===== config.mk =====
export PLATFORM = sky130hd
export DESIGN_NAME = fetch_queue
export DESIGN_NICKNAME = d
export VERILOG_FILES = /design/src/rtl/cpu_pkg.sv /design/src/rtl/fetchq_mem.sv /design/src/rtl/fetch_queue.sv
export SDC_FILE = /design/constraint.sdc
export NUM_CORES = 1
export LEC_CHECK = 0
export CORE_MARGIN = 10
export CORE_UTILIZATION = 45
export CTS_CLUSTER_DIAMETER = 40
export DETAILED_ROUTE_END_ITERATION = 8
export HOLD_SLACK_MARGIN = 0.03
export PLACE_DENSITY = 0.69
export SLEW_MARGIN = 20
export SYNTH_ARGS = -nofsm -noshare
export SYNTH_HDL_FRONTEND = slang
export SYNTH_HIERARCHICAL = 1
export SYNTH_SLANG_ARGS = --single-unit

===== constraint.sdc =====
create_clock -name clk -period 8.55 [get_ports clk]
set_input_delay 1.71 -clock clk [delete_from_list [all_inputs] [get_ports clk]]
set_output_delay 1.71 -clock clk [all_outputs]
set_load 0.02 [all_outputs]

===== src/rtl/cpu_pkg.sv =====
// Shared fetch-path constants and the {pc, instr} entry type.
package cpu_pkg;

    localparam int unsigned ADDR_W  = 32;
    localparam int unsigned INSTR_W = 32;

    typedef struct packed {
        logic [ADDR_W-1:0]  pc;
        logic [INSTR_W-1:0] instr;
    } fetch_entry_t;

endpackage


===== src/rtl/fetchq_mem.sv =====
// Fetch queue storage: register array, one write port, asynchronous read port.
// Contents are not reset; validity is tracked by the owning queue.
module fetchq_mem #(
    parameter int unsigned DEPTH = 4,
    parameter int unsigned WIDTH = 64,
    parameter int unsigned AW    = $clog2(DEPTH)
) (
    input  logic             clk,
    input  logic             we,
    input  logic [AW-1:0]    waddr,
    input  logic [WIDTH-1:0] wdata,
    input  logic [AW-1:0]    raddr,
    output logic [WIDTH-1:0] rdata
);

    logic [WIDTH-1:0] mem [DEPTH];

    always_ff @(posedge clk) begin
        if (we) begin
            mem[waddr] <= wdata;
        end
    end

    assign rdata = mem[raddr];

endmodule


===== src/rtl/fetch_queue.sv =====
// Instruction fetch buffer between pc/imem and decode, with branch flush.
// Optional stall/flush statistics counters when FETCHQ_STATS_EN is defined.
module fetch_queue #(
    parameter int unsigned ADDR_W  = cpu_pkg::ADDR_W,
    parameter int unsigned INSTR_W = cpu_pkg::INSTR_W,
    parameter int unsigned DEPTH   = 4,
    parameter int unsigned CNT_W   = 3
) (
    input  logic               clk,
    input  logic               rst,
    input  logic               in_valid,
    output logic               in_ready,
    input  logic [ADDR_W-1:0]  in_pc,
    input  logic [INSTR_W-1:0] in_instr,
    input  logic               flush,
    output logic               out_valid,
    input  logic               out_ready,
    output logic [ADDR_W-1:0]  out_pc,
    output logic [ADDR_W-1:0]  out_pc_plus1,
    output logic [INSTR_W-1:0] out_instr,
`ifdef FETCHQ_STATS_EN
    output logic [15:0]        stall_cycles,
    output logic [15:0]        flush_count,
`endif
    output logic [CNT_W-1:0]   count
);

    localparam int unsigned PTR_W   = $clog2(DEPTH);
    localparam int unsigned ENTRY_W = ADDR_W + INSTR_W;

    logic [PTR_W-1:0]   wr_ptr;
    logic [PTR_W-1:0]   rd_ptr;
    logic [CNT_W-1:0]   cnt;
    logic               wr_en;
    logic               rd_en;
    logic [ENTRY_W-1:0] head;
    logic [ADDR_W-1:0]  head_pc;
    logic [INSTR_W-1:0] head_instr;

    assign in_ready  = (cnt != CNT_W'(DEPTH)) && !flush;
    assign out_valid = (cnt != '0);
    assign wr_en     = in_valid && in_ready;
    assign rd_en     = out_valid && out_ready;
    assign count     = cnt;

    fetchq_mem #(
        .DEPTH (DEPTH),
        .WIDTH (ENTRY_W),
        .AW    (PTR_W)
    ) u_mem (
        .clk   (clk),
        .we    (wr_en),
        .waddr (wr_ptr),
        .wdata ({in_pc, in_instr}),
        .raddr (rd_ptr),
        .rdata (head)
    );

    assign head_pc    = head[ENTRY_W-1:INSTR_W];
    assign head_instr = head[INSTR_W-1:0];

    // Storage is never reset, so an empty queue drives zeros rather than stale data.
    always_comb begin
        out_pc       = '0;
        out_pc_plus1 = '0;
        out_instr    = '0;
        if (out_valid) begin
            out_pc       = head_pc;
            out_pc_plus1 = head_pc + ADDR_W'(1);
            out_instr    = head_instr;
        end
    end

    always_ff @(posedge clk) begin
        if (rst || flush) begin
            wr_ptr <= '0;
            rd_ptr <= '0;
            cnt    <= '0;
        end else begin
            if (wr_en) begin
                wr_ptr <= wr_ptr + PTR_W'(1);
            end
            if (rd_en) begin
                rd_ptr <= rd_ptr + PTR_W'(1);
            end
            if (wr_en && !rd_en) begin
                cnt <= cnt + CNT_W'(1);
            end else if (rd_en && !wr_en) begin
                cnt <= cnt - CNT_W'(1);
            end
        end
    end

`ifdef FETCHQ_STATS_EN
    logic [15:0] stall_q;
    logic [15:0] flush_q;

    always_ff @(posedge clk) begin
        if (rst) begin
            stall_q <= '0;
            flush_q <= '0;
        end else begin
            if (in_valid && !in_ready && stall_q != 16'hFFFF) begin
                stall_q <= stall_q + 16'd1;
            end
            if (flush && flush_q != 16'hFFFF) begin
                flush_q <= flush_q + 16'd1;
            end
        end
    end

    assign stall_cycles = stall_q;
    assign flush_count  = flush_q;
`endif

endmodule


==> results.txt, run 1 <==
flow finished, numbers: run status completed, share of the cycle needed by the critical path after routing 74.37%, final estimated routing congestion in global placement 0.9034, Pwr per Cell Area 226.5 mW/mm2, unrepaired setup endpoints after global routing false, CP delay by family, top simple AND/OR/NAND/NOR gates, number of global-route vias before repair 6546, total of hold buffers inserted after clock tree synthesis 0, Main logic family multiplexers, maximum clock skew at final layout 20.95 ps, fraction of area in multi-input gates 20.50%, multi-input gate count 283, tally of OpenROAD warnings 26, worst hold path type register to register, H-tree level count 1, non-clock buffer count 175, DRC viols 0, remaining global-route overflow 0, average vias per placed instance 5.517, worst slew pin tran 1044 ps, clock network contribution to total cell area 7.574%, highest-count logic cell in the final layout edfxtp_1, reported max-cap violation count 0, number of buffers added by the clock tree synthesis step 31, proportion of synthesized chip area in sequential cells 71.68%, clock-pin slew on the worst setup and hold paths 60 ps, fraction of the mapped netlist area in adder cells 0.4125%, Clock Path Buffers 3, Net Sw Power 0.7204 mW
[run 1: registers in the layout, indices dropped and copies added, names as in the netlist]
register,flops
rd_ptr,2
u_mem/mem,256
count,3
wr_ptr,2
[run 1: Yosys cell counts, drive strengths merged]
library cell | count | area share [%]
a211oi | 1 | 0.069
a21bo | 1 | 0.092
a21oi | 16 | 0.73
and2 | 61 | 3.5
and3 | 1 | 0.057
and3b | 2 | 0.16
and4 | 3 | 0.24
buf | 15 | 1.6
clkbuf | 14 | 0.49
dfxtp | 7 | 1.3
edfxtp | 256 | 70
fa | 1 | 0.18
ha | 2 | 0.23
inv | 8 | 0.27
mux2 | 7 | 0.72
mux2i | 1 | 0.092
mux4 | 64 | 13
nand2 | 13 | 0.45
nand3 | 10 | 0.46
nand3b | 1 | 0.069
nand4 | 8 | 0.52
nor2 | 29 | 1.0
nor3 | 9 | 0.46
nor3b | 1 | 0.069
nor4 | 3 | 0.17
o21ai | 7 | 0.32
o31ai | 5 | 0.34
o41ai | 2 | 0.16
or2 | 1 | 0.057
or3 | 9 | 0.52
or4 | 8 | 0.55
or4b | 2 | 0.18
xnor2 | 6 | 0.48
xor2 | 9 | 0.72
[run 1: metrics by stage]
stage	worst slack (ps)	util, %	std cells	total power [mW]
final	2191	58.80	1105	3.154
after global routing	1806	58.79	1104	3.270
after CTS	2060	58.79	1104	3.191
after detailed placement	2667	54.34	1048	1.857
after global placement	2714	54.25	1047	1.849
after floorplan	865.5	-	583	1.670
[run 1: per-layer routing]
metal  up-vias  track usage [%]  routed length [um]
li1       2694                -                   -
met1      3103            19.94               10270
met2       261            25.47               12030
met3        36            4.718                2080
met4         2            3.214                 340
met5         -                0                   9
==> run_1/floorplan.png <==
Bar = 50 um. Pins as bars on the die edge. Tap cells in grey.
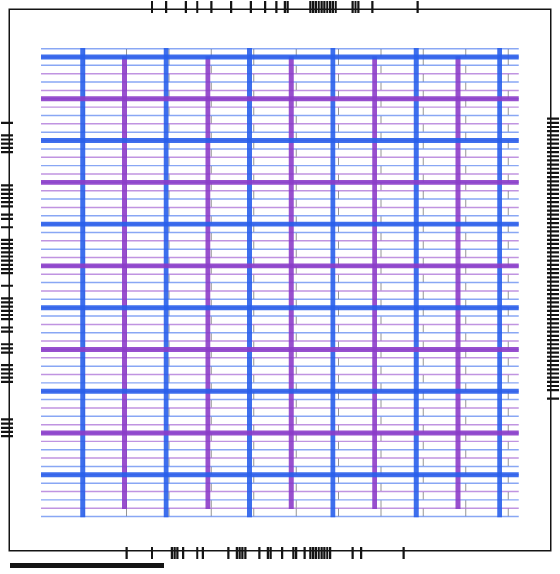
- VDD: purple
- VSS: blue
- met5 straps: 11
- tap cells: 319
die x size: 175.8 um
die boundary height: 175.8 um
CORE AREA: 0.02368 mm2
maximum vdd drop: 0.0001803 V

==> run_1/class_map.png <==
Bar = 50 um.
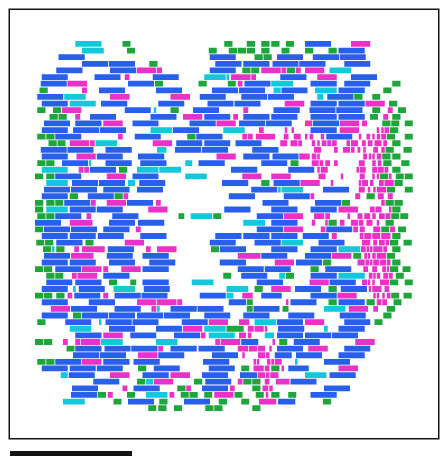
- remaining buffers and delay cells: green (cells 175; share of their area 13%)
- remaining logic cells: magenta (cells 291; share of their area 21%)
- sequential cells: blue (cells 263; share of their area 58%)
- clock drivers and dummy loads: cyan (cells 56; share of their area 7.8%)
flip-flop and latch share of the layout cell area: 56.26%
area of all placed cells without fillers: 0.01393 mm2
Cell Rows: 56
fin util: 58.80%

==> run_1/clock_wires.png <==
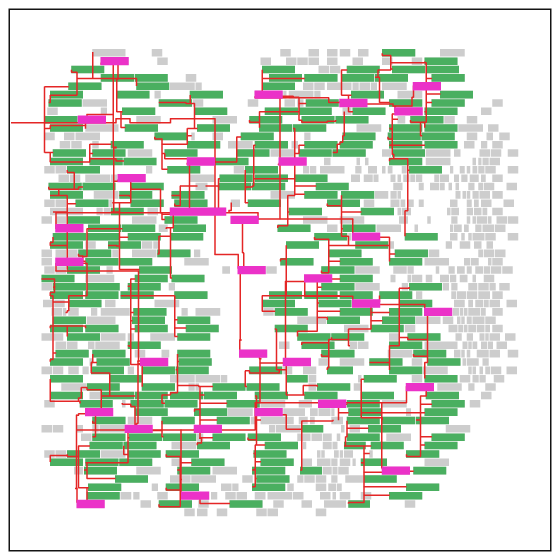
- clock-net drivers: magenta (count 31)
- clock wires: red (length 2920 um)
- flip-flops: green (count 263)
- routed clock nets: 32
Skew-Pair Late Insertion Delay: 540 ps
clock group total power: 1.33 mW

==> run_1/layers.png <==
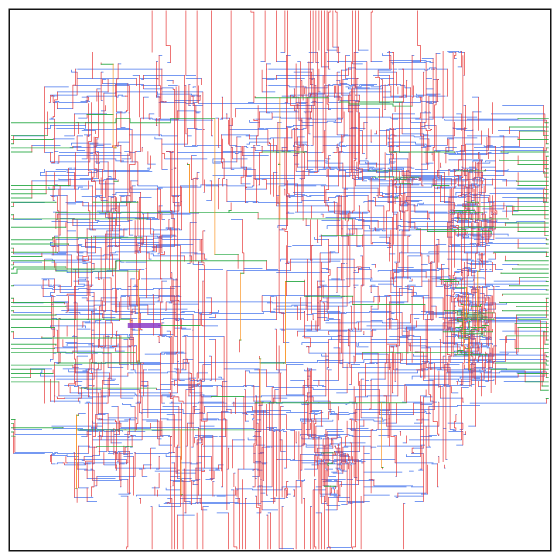

==> run 1 -> run 2 <==
==> constraint.sdc (replaced) <==
create_clock -name clk -period 6.55 [get_ports clk]
set_input_delay 1.31 -clock clk [delete_from_list [all_inputs] [get_ports clk]]
set_output_delay 1.31 -clock clk [all_outputs]
set_load 0.02 [all_outputs]
==> run_2/layers.png <==
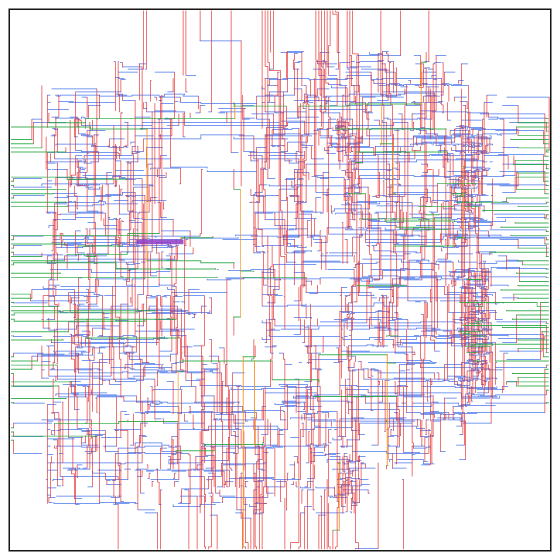
- M5: purple (wire length 13.8 um)
- M1: blue (wire length 9800 um)
- M2: red (wire length 11700 um)
- M4: orange (wire length 321 um)
- M3: green (wire length 2070 um)
Via Count: 5987
final wirelength: 23.90 mm

==> run_2/class_map.png <==
Bar = 50 um.
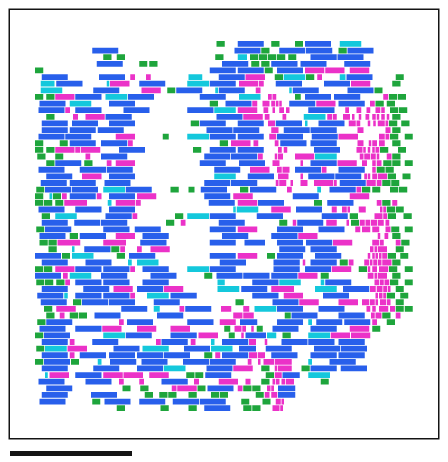
area of all placed cells without fillers: 0.01383 mm2
fin util: 58.42%

==> run_2/clock_wires.png <==
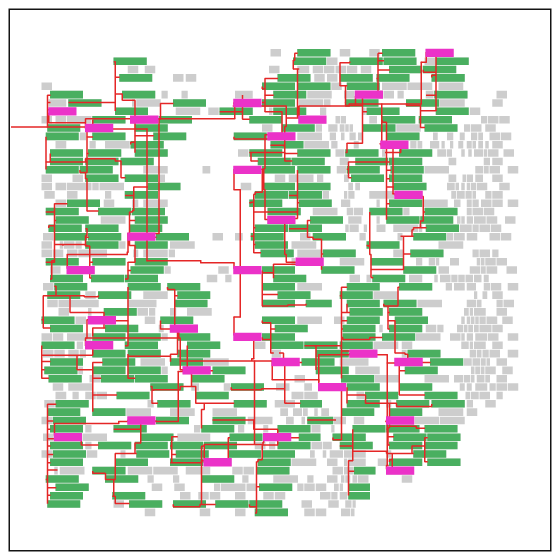
Clk pwr share: 39.5%
maximum clock skew at final layout: 14.03 ps

==> run 2 against run 1 <==
Compared with the run above: hold slack worse by 22 ps; highest routed layer unchanged; clock power up 17%; total power up 25%; sequential cell count unchanged; sequential power up about 30%; final cell count up 0.18%.
==> results.txt, run 2 <==
flow finished, numbers: cell with the most instances after synthesis edfxtp_1 (unchanged), clock group total power 1.55 mW (was 1.33 mW), remaining global-route overflow 0 (unchanged), worst-case register-to-register setup slack 3310 ps (was 5350 ps), nature of the critical path endpoint output port (unchanged), H-tree level count 1 (unchanged), CORE AREA 0.02368 mm2 (unchanged), Comb pwr share 12.4% (was 11.9%), synthesis-to-layout area growth 26.68% (was 27.52%), total of hold buffers inserted after clock tree synthesis 0 (unchanged), unrepaired setup endpoints after global routing false (unchanged), worst hold path type register to register (unchanged), Area leader share 70.39% (unchanged), maximum vdd drop 0.0002137 V (was 0.0001803 V), number of global-route vias before repair 6480 (was 6546), final estimated routing congestion in global placement 0.8977 (was 0.9034), flip-flop count of the largest register, all copies and words added 256 (unchanged), die boundary height 175.8 um (unchanged), fraction of registers with async set or reset after synthesis 0% (unchanged), DIE AREA 0.03090 mm2 (unchanged), Dominant Register Cell edfxtp_1 (unchanged), Cell Rows 56 (unchanged), number of cells in the finished layout apart from fillers 1107 (was 1105), register with the most flip-flops u_mem/mem (unchanged), average vias per placed instance 5.408 (was 5.517), count of flip-flops with a built-in enable after synthesis 256 (unchanged), cell type with the largest total area after synthesis edfxtp_1 (unchanged), Pwr per Cell Area 284.3 mW/mm2 (was 226.5 mW/mm2), highest-count logic cell in the final layout edfxtp_1 (unchanged), min Tclk post-route 5483 ps, Net Sw Power 0.9142 mW (was 0.7204 mW), run status completed (unchanged), Skew-Pair Late Insertion Delay 530 ps (was 540 ps), Total Power Consumption 3.933 mW (was 3.154 mW), final worst setup slack 1067 ps (was 2191 ps), tally of OpenROAD warnings 26 (unchanged), die x size 175.8 um (unchanged), number of buffers added by the clock tree synthesis step 31 (unchanged), leading post-synthesis cells by cell area edfxtp_1 70%, mux4_2 12%, and2_1 3.5%, dfxtp_1 1.3%, buf_12 1.1% (unchanged), share of the cycle needed by the critical path after routing 83.70%, reported max-cap violation count 0 (unchanged), Clock Path Buffers 3 (unchanged), proportion of synthesized chip area in sequential cells 71.68% (unchanged), DRC viols 0 (unchanged), count of placed standard cells including taps 1049 (was 1048)
run 2: kinds of logic after synthesis:
group | after synthesis | synth area share [%]
AND-OR/OR-AND | 32 | 1.719
XOR/XNOR | 15 | 1.203
adder cells (fa/ha/maj) | 3 | 0.4124
buffers and inverters | 37 | 2.395
flip-flops | 263 | 71.68
multiplexers | 72 | 14.15
AND/OR/NAND/NOR | 161 | 8.444
run 2: layout make-up:
class	count	area (um2)	area share (%)
clock inverter	21	168.9	1.221
inverter	8	30.03	0.2171
tap	319	399.1	2.885
clock buffer	35	790.8	5.716
timing repair buffer	176	1744	12.61
antenna	2	5.005	0.03618
sequential	263	7835	56.63
multi-input combinational	283	2861	20.68
run 2: worst max-delay path by stage:
stage                      startpoint                        end  cells after the start
2_1_floorplan                in_valid  u_mem/mem[0][0]$_DFFE_PP_                      3
3_3_place_gp   rd_ptr[0]$_SDFFE_PP0P_           out_pc_plus1[24]                      6
3_5_place_dp   rd_ptr[0]$_SDFFE_PP0P_           out_pc_plus1[26]                      6
4_1_cts        rd_ptr[0]$_SDFFE_PP0P_           out_pc_plus1[26]                      6
5_1_grt        rd_ptr[0]$_SDFFE_PP0P_           out_pc_plus1[24]                      6
6_report       rd_ptr[0]$_SDFFE_PP0P_           out_pc_plus1[26]                      6
run 2: per-layer routing:
layer  vias to the layer above  track usage, %  share of wire, %
met1                      3004           19.06                41
li1                       2716               -                 -
met4                         2           3.603               1.3
met2                       236           25.27                49
met5                         -               0             0.054
met3                        29           4.546               8.7
run 2: worst max-delay path, delay by kind of cell (launching register included):
kind	cells	cell delay [ps]
and+or+nand+nor	3	1620
DFF	1	760
buffers and inverters	1	630
muxes	1	440
AOI/OAI and AO/OA	1	160
==> run_2/congestion_map.png <==
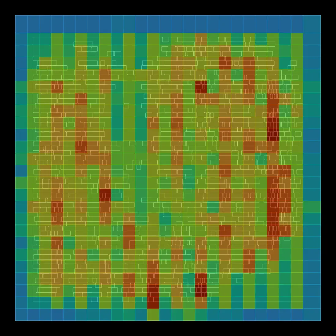

==> run 2 -> run 3 <==
--- a/config.mk
+++ b/config.mk
@@ -10,7 +10,7 @@
 export CTS_CLUSTER_DIAMETER = 40
 export DETAILED_ROUTE_END_ITERATION = 8
 export HOLD_SLACK_MARGIN = 0.03
-export PLACE_DENSITY = 0.69
+export PLACE_DENSITY = 0.71
 export SLEW_MARGIN = 20
 export SYNTH_ARGS = -nofsm -noshare
 export SYNTH_HDL_FRONTEND = slang
==> constraint.sdc (replaced) <==
create_clock -name clk -period 5 [get_ports clk]
set_input_delay 1 -clock clk [delete_from_list [all_inputs] [get_ports clk]]
set_output_delay 1 -clock clk [all_outputs]
set_load 0.02 [all_outputs]
==> run_3/congestion_map.png <==
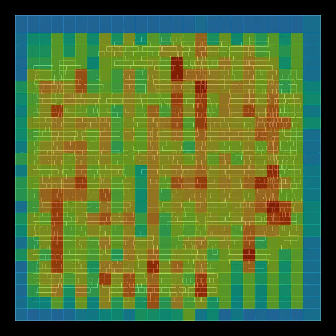
fin util: 59.53%
met3 layer usage reported by global route: 5.276%
GR Util met1: 19.86%

==> run_3/floorplan.png <==
Bar = 50 um. Pins as bars on the die edge. Tap cells in grey.
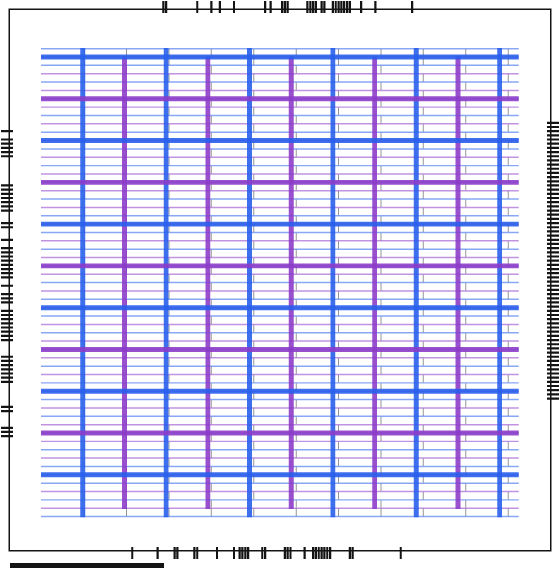
maximum vdd drop: 0.0003214 V

==> run_3/layers.png <==
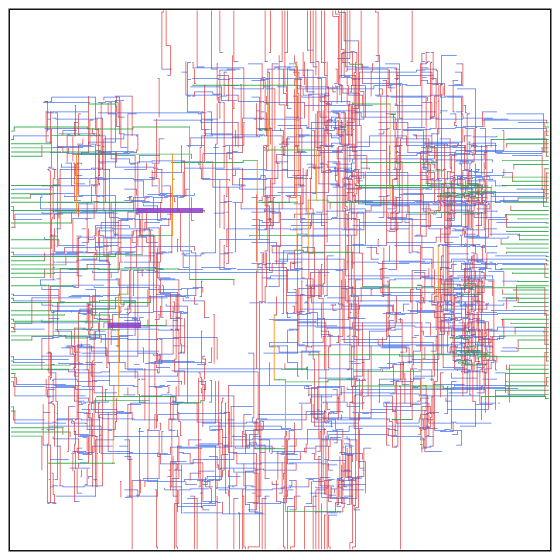
- M3: green (wire length 2220 um)
- M1: blue (wire length 9960 um)
- M4: orange (wire length 466 um)
- M5: purple (wire length 29.4 um)
- M2: red (wire length 12000 um)
Via Count: 6067
final wirelength: 24.64 mm

==> run 3 against run 2 <==
Compared with the run above: final cell count grew 0.90%; clock power grew 55%; wire length grew 3.1%; clock skew grew 3.5 ps; first-iteration DRC count grew 17%; synthesized cell count is the same; sequential cell count is the same; area after synthesis is the same; die size is the same; count of clock-buffer cells in the layout grew 9; via count grew 1.3%; sequential power grew 31%.
==> results.txt, run 3 <==
flow finished, numbers: Total Power Consumption 5.536 mW (was 3.933 mW), synthesis-to-layout area growth 29.10% (was 26.68%), cell type with the largest total area after synthesis edfxtp_1 (unchanged), Crit path depth 7 (was 6), count of placed standard cells including taps 1052 (was 1049), unrepaired setup endpoints after global routing false (unchanged), Dominant Register Cell edfxtp_1 (unchanged), worst path bufs/invs 2 (was 1), register with the most flip-flops u_mem/mem (unchanged), worst hold path type register to register (unchanged), final estimated routing congestion in global placement 0.9656 (was 0.8977), die boundary height 175.8 um (unchanged), Area leader share 70.39% (unchanged), share of the cycle needed by the critical path after routing 94.88%, top cells by count 256 x edfxtp_1, 61 x and2_1, 60 x mux4_2 (unchanged), number of global-route vias before repair 6594 (was 6480), Skew-Pair Late Insertion Delay 500 ps (was 530 ps), tally of OpenROAD warnings 26 (unchanged), DRC viols 0 (unchanged), average vias per placed instance 5.432 (was 5.408), H-tree level count 2 (was 1), CP delay by family, top simple AND/OR/NAND/NOR gates (unchanged), CORE AREA 0.02368 mm2 (unchanged), Clock Path Buffers 3 (unchanged), nature of the critical path endpoint output port (unchanged), worst slew pin tran 1054 ps (was 1097 ps), instance count of the mapped netlist 583 (unchanged), number of cells in the finished layout apart from fillers 1117 (was 1107), Net Sw Power 1.278 mW (was 0.9142 mW), maximum clock skew at final layout 17.53 ps (was 14.03 ps), DIE AREA 0.03090 mm2 (unchanged), fraction of registers with async set or reset after synthesis 0% (unchanged), leading post-synthesis cells by cell area edfxtp_1 70%, mux4_2 12%, and2_1 3.5%, dfxtp_1 1.3%, buf_12 1.1% (unchanged), Pwr per Cell Area 392.7 mW/mm2 (was 284.3 mW/mm2), highest-count logic cell in the final layout edfxtp_1 (unchanged), remaining global-route overflow 0 (unchanged), count of flip-flops with a built-in enable after synthesis 256 (unchanged), flip-flop count of the largest register, all copies and words added 256 (unchanged), cell with the most instances after synthesis edfxtp_1 (unchanged), die x size 175.8 um (unchanged), proportion of synthesized chip area in sequential cells 71.68% (unchanged), number of buffers added by the clock tree synthesis step 35 (was 31), reported max-cap violation count 0 (unchanged), clock group total power 2.41 mW (was 1.55 mW), total of hold buffers inserted after clock tree synthesis 0 (unchanged), Clk pwr share 43.5% (was 39.5%), run status completed (unchanged), critical path launch point rd_ptr[0]$_SDFFE_PP0P_ (unchanged), Comb pwr share 11.8% (was 12.4%)
## run 3: cell counts after synthesis
No cell type changed its count.
## run 3: path summary, 6_finish.rpt
| path | to | slack, ps |
|---|---|---|
| worst max-delay path | out_pc_plus1[24] | 260 |
| worst min-delay path | count[2]$_SDFFE_PP0P_ | 610 |
| worst max register to register | count[2]$_SDFFE_PP0P_ | 1830 |
| worst min register to register | count[2]$_SDFFE_PP0P_ | 610 |
## run 3: layer usage
layer,routed length (um),GRT usage [%],up-vias
met3,2223,5.276,44
met4,466,4.486,4
met1,9961,19.86,3038
met5,29,0,-
li1,-,-,2732
met2,11960,26.25,249
## run 3: logic make-up (layout without fill, tap and decap cells)
kind of cell               after synthesis  after routing  synth area share [%]
buffers and inverters                   37            250                 2.395
and+or+nand+nor                        161            161                 8.444
adders and majority gates                3              3                0.4124
xor gates and xnor gates                15             15                 1.203
other                                    0              2                     0
AOI/OAI and AO/OA                       32             32                 1.719
DFF                                    263            263                 71.68
muxes                                   72             72                 14.15
## run 3: through the flow
stage	setup slack (ps)	cell area (um2)	util, %
2_1_floorplan	332.7	10930	-
3_3_place_gp	641.4	12920	54.54
3_5_place_dp	584.2	12920	54.54
4_1_cts	40.44	14070	59.43
5_1_grt	91.45	14090	59.51
6_report	256.2	14100	59.53
## run 3: tightest hold or removal path: stages (launching register included)
cell     delay [ps]
dfxtp_1         380
o21ai_0         120
a21oi_1          70
## run 3: area by class of cell
class	instances	area (um2)	area share (%)
antenna	2	5.005	0.03550
clock buffer	44	962.2	6.825
clock inverter	18	195.2	1.384
inverter	8	30.03	0.2130
multi-input combinational	283	2865	20.32
sequential	263	7835	55.57
tap	319	399.1	2.831
timing repair buffer	180	1807	12.82
No activity file was given, so power comes from the tool's default toggle rates.
